layer_met2.png
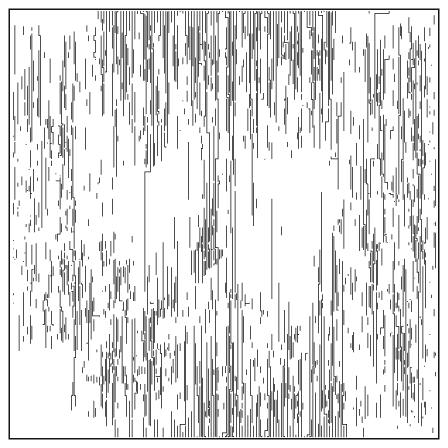
clocks.png
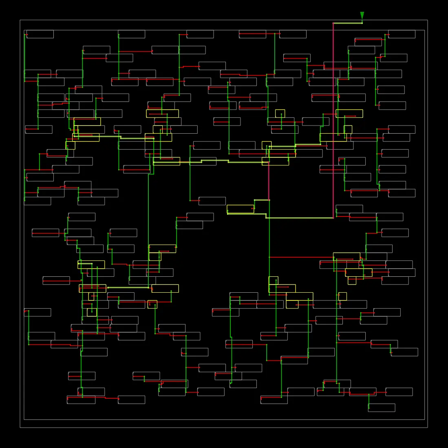
`config.mk`:
```
export PLATFORM = sky130hd
export DESIGN_NAME = mem_arbiter
export DESIGN_NICKNAME = d
export VERILOG_FILES = /design/src/rtl/isa_types_pkg.sv /design/src/rtl/sat_counter.sv /design/src/rtl/mem_arbiter.sv
export SDC_FILE = /design/constraint.sdc
export NUM_CORES = 1
export LEC_CHECK = 0
export CAP_MARGIN = 20
export CORE_UTILIZATION = 40
export DETAILED_ROUTE_END_ITERATION = 10
export PLACE_DENSITY = 0.75
export SLEW_MARGIN = 5
export SYNTH_ARGS = -nofsm -noshare
export SYNTH_HDL_FRONTEND = slang
export SYNTH_SLANG_ARGS = --single-unit
export TNS_END_PERCENT = 5
```
`constraint.sdc`:
```
create_clock -name clock -period 2 [get_ports clock]
set_clock_uncertainty 0.05 [all_clocks]
set_input_delay 0.2 -clock clock [delete_from_list [all_inputs] [get_ports clock]]
set_output_delay 0.2 -clock clock [all_outputs]
set_load 0.05 [all_outputs]
```
`src/rtl/isa_types_pkg.sv`:
```
// Shared ISA-level types plus the memory arbiter's port/state encodings
// and the store-alignment rule.
package isa_types;
  localparam int XLEN = 32;

  typedef enum logic [1:0] {
    write_byte     = 2'd0,
    write_halfword = 2'd1,
    write_word     = 2'd2
  } write_width_t;

  typedef enum logic {
    ARB_IF   = 1'b0,
    ARB_DATA = 1'b1
  } arb_port_t;

  typedef enum logic [1:0] {
    IDLE,
    ACCESS,
    READ_WAIT,
    RESP
  } arb_state_t;

  typedef struct packed {
    logic [XLEN-1:0] addr;
    logic            write;
    write_width_t    wwidth;
    logic [XLEN-1:0] wdata;
    arb_port_t       port;
  } arb_req_t;

  function automatic logic misaligned(input write_width_t w, input logic [1:0] a);
    case (w)
      write_halfword: return a[0];
      write_word:     return a != 2'b00;
      default:        return 1'b0;
    endcase
  endfunction
endpackage

```
`src/rtl/sat_counter.sv`:
```
// Free-running up-counter that sticks at all-ones; cleared only by reset.
module sat_counter #(
  parameter int W = 16
) (
  input  logic         clock,
  input  logic         reset_n,
  input  logic         inc,
  output logic [W-1:0] count
);
  logic [W-1:0] count_q, count_d;

  always_comb begin
    count_d = count_q;
    if (inc && count_q != '1) count_d = count_q + W'(1);
  end

  always_ff @(posedge clock or negedge reset_n) begin
    if (!reset_n) count_q <= '0;
    else          count_q <= count_d;
  end

  assign count = count_q;
endmodule

```
`src/rtl/mem_arbiter.sv`:
```
// Round-robin arbiter sharing the single-port memory between instruction
// fetch and load/store; each access walks IDLE -> ACCESS -> [READ_WAIT] -> RESP.
module mem_arbiter
  import isa_types::*;
#(
  parameter int STALL_CTR_W = 16
) (
  input  logic                   clock,
  input  logic                   reset_n,
  input  logic                   if_req_valid,
  input  logic [XLEN-1:0]        if_req_addr,
  output logic                   if_req_ready,
  output logic                   if_resp_valid,
  output logic [XLEN-1:0]        if_resp_rdata,
  input  logic                   d_req_valid,
  input  logic                   d_req_write,
  input  logic [XLEN-1:0]        d_req_addr,
  input  write_width_t           d_req_wwidth,
  input  logic [XLEN-1:0]        d_req_wdata,
  output logic                   d_req_ready,
  output logic                   d_resp_valid,
  output logic [XLEN-1:0]        d_resp_rdata,
  output logic                   d_resp_err,
  output logic [XLEN-1:0]        mem_addr,
  output write_width_t           mem_wwidth,
  output logic                   mem_wenable,
  output logic [XLEN-1:0]        mem_wdata,
  input  logic [XLEN-1:0]        mem_rdata,
  output logic [STALL_CTR_W-1:0] if_stall_cnt,
  output logic [STALL_CTR_W-1:0] d_stall_cnt
);
  arb_state_t      state_q, state_d;
  arb_port_t       last_grant_q, last_grant_d;
  arb_req_t        req_q, req_d;
  logic [XLEN-1:0] if_rdata_q, if_rdata_d;
  logic [XLEN-1:0] d_rdata_q, d_rdata_d;
  logic            grant_if, grant_d, store_bad, in_resp;

  // Readies are gated by reset so nothing looks accepted while held in reset.
  always_comb begin
    grant_if = 1'b0;
    grant_d  = 1'b0;
    if (state_q == IDLE && reset_n) begin
      if (if_req_valid && d_req_valid) begin
        grant_if = (last_grant_q == ARB_DATA);
        grant_d  = !grant_if;
      end else begin
        grant_if = if_req_valid;
        grant_d  = d_req_valid;
      end
    end
  end

  always_comb begin
    state_d      = state_q;
    last_grant_d = last_grant_q;
    req_d        = req_q;
    if_rdata_d   = if_rdata_q;
    d_rdata_d    = d_rdata_q;
    case (state_q)
      IDLE: begin
        if (grant_if) begin
          req_d = '{addr: if_req_addr, write: 1'b0, wwidth: write_word,
                    wdata: '0, port: ARB_IF};
          last_grant_d = ARB_IF;
          state_d      = ACCESS;
        end else if (grant_d) begin
          req_d = '{addr: d_req_addr, write: d_req_write, wwidth: d_req_wwidth,
                    wdata: d_req_wdata, port: ARB_DATA};
          last_grant_d = ARB_DATA;
          state_d      = ACCESS;
        end
      end
      ACCESS: begin
        // Stores skip READ_WAIT and report a zero load word.
        if (req_q.write) begin
          d_rdata_d = '0;
          state_d   = RESP;
        end else begin
          state_d = READ_WAIT;
        end
      end
      READ_WAIT: begin
        if (req_q.port == ARB_IF) if_rdata_d = mem_rdata;
        else                      d_rdata_d  = mem_rdata;
        state_d = RESP;
      end
      RESP:    state_d = IDLE;
      default: state_d = IDLE;
    endcase
  end

  always_ff @(posedge clock or negedge reset_n) begin
    if (!reset_n) begin
      state_q      <= IDLE;
      last_grant_q <= ARB_DATA;
      req_q        <= '0;
      if_rdata_q   <= '0;
      d_rdata_q    <= '0;
    end else begin
      state_q      <= state_d;
      last_grant_q <= last_grant_d;
      req_q        <= req_d;
      if_rdata_q   <= if_rdata_d;
      d_rdata_q    <= d_rdata_d;
    end
  end

  assign store_bad = misaligned(req_q.wwidth, req_q.addr[1:0]);
  assign in_resp   = (state_q == RESP);

  assign if_req_ready  = grant_if;
  assign d_req_ready   = grant_d;
  assign if_resp_valid = in_resp && (req_q.port == ARB_IF);
  assign d_resp_valid  = in_resp && (req_q.port == ARB_DATA);
  assign d_resp_err    = d_resp_valid && req_q.write && store_bad;
  assign if_resp_rdata = if_rdata_q;
  assign d_resp_rdata  = d_rdata_q;

  assign mem_addr    = req_q.addr;
  assign mem_wwidth  = req_q.wwidth;
  assign mem_wdata   = req_q.wdata;
  assign mem_wenable = (state_q == ACCESS) && req_q.write && !store_bad;

  sat_counter #(.W(STALL_CTR_W)) u_if_stall (
    .clock(clock), .reset_n(reset_n),
    .inc(if_req_valid && !if_req_ready), .count(if_stall_cnt)
  );

  sat_counter #(.W(STALL_CTR_W)) u_d_stall (
    .clock(clock), .reset_n(reset_n),
    .inc(d_req_valid && !d_req_ready), .count(d_stall_cnt)
  );
endmodule

```
==> results.cfg <==
; synthesis and place-and-route metrics
[outcome]
outcome = complete, but fails checks
violations = negative setup slack

[final_layout]
dominant_cells = registers
insertedDiodeCount = 0
clk_share = 0.0506
nNonClkBuffers = 336
inverters = 5
comb_area_frac = 0.244
final_core_util = 0.618

[sta]
finalSetupViolCount = 1
fin_crit_sh = 1.01
drv_slew = 0
layout_setup_ws_ns = -0.0109
final_hold_viol_count = 0
grt_setup_unrepaired = true

[job]
maxCapViolCount = 0

[yosys]
syn_inst = 675
mux_share = 0.0980
synthAdderAreaFrac = 0.0149
yosysTopAreaCell = dfrtp_1
ys_chip_area_mm2 = 0.00756
synth_flops = 167
syn_nets = 819

[grt]
grt_antenna_before_repair = 0
grt.busiest_layer = met2
grt_max_degree = 168
grt_overflow = 0
use_met3 = 0.0506
grt_pass1_wl_um = 32100

[clock_network]
cts_resized = 16
cts_tree = done
h-tree-depth = 4
numClockSinks = 167

[setup_path]
cp-end-kind = output port
crit_required_ns = 1.75
cp_top_family = buffers and inverters
crit_end = d_req_ready
reg2reg_slack_ns = 0.06

[power_and_ir_drop]
power.leakage_nw = 4.91

[routing]
drc = 0
detail_route.wl_per_cell_um = 17.2
drt-initial-drc-count = 278

[hold_path]
holdPathStages = 3

[placed_design]
place_area_mm2 = 0.0105

[floorplanning]
row_count = 49
taps = 229
Notes on layer_met2.png above:
longest straight run: 53.2 um
share of all routed wire: 51%
wire length on this layer: 10400 um
nets with wire on the layer: 942
grt met2 use: 0.371
DR vias: 5854
routed wire length: 20200 um

Notes on clocks.png above:
number of sequential cells: 167
clkbuf count: 18
clock group power: 3.18 mW

-- flip-flops by register name, summed over array words and instances (netlist names), 2 cells and up --
| name | count |
|---|---|
| mem_addr | 32 |
| req_q | 2 |
| mem_wwidth | 2 |
| if_resp_rdata | 32 |
| u_d_stall.count | 16 |
| mem_wdata | 32 |
| state_q | 2 |
| d_resp_rdata | 32 |
| u_if_stall.count | 16 |
-- metal layers --
metal | share of wire | wire length [um] | up-vias
li1 | - | - | 2793
met1 | 0.41 | 8180 | 2845
met2 | 0.51 | 10400 | 200
met3 | 0.065 | 1300 | 16
met4 | 0.015 | 305 | 0
met5 | 0 | 0 | -
-- cell usage in the layout, fill, tap and decap left out, types with 7 or more instances in the layout --
cell type / Yosys / final
a22o_1: 34 / 34
nand4_1: 9 / 9
mux2_2: 36 / 36
dfrtp_1: 166 / 165
clkbuf_16: 0 / 17
xor2_1: 25 / 25
buf_12: 0 / 12
nand2_1: 111 / 110
nor3_1: 16 / 16
buf_4: 67 / 23
ha_1: 9 / 8
nand3_1: 8 / 8
clkdlybuf4s50_1: 0 / 284
mux2i_1: 32 / 32
o21ai_0: 66 / 65
o21ai_1: 6 / 7
-- stage by stage --
| stage | setup WS [ns] | power (mW) | setup TNS, ns |
|---|---|---|---|
| finish | -0.0109 | 20.3 | -0.0109 |
| global route | -0.0941 | 21.2 | -0.451 |
| CTS | -0.0439 | 20.4 | -0.0510 |
| detailed placement | 0.0737 | 17.0 | 0 |
| global placement | 0.131 | 16.9 | 0 |
| floorplan | -0.107 | 13.8 | -0.788 |
-- report_power, final --
group	total, mW	internal, mW	switching (mW)
sequential	5.77	4.81	0.961
clock	3.18	1.75	1.42
combinational	11.3	4.03	7.30
-- tightest hold or removal path, cell delays in order --
cell and delay, ns:
clkdlybuf4s50_1 0.41, nand2_1 0.07, o21ai_0 0.06
Power figures rest on the tool's default switching activity, not on a simulated workload.
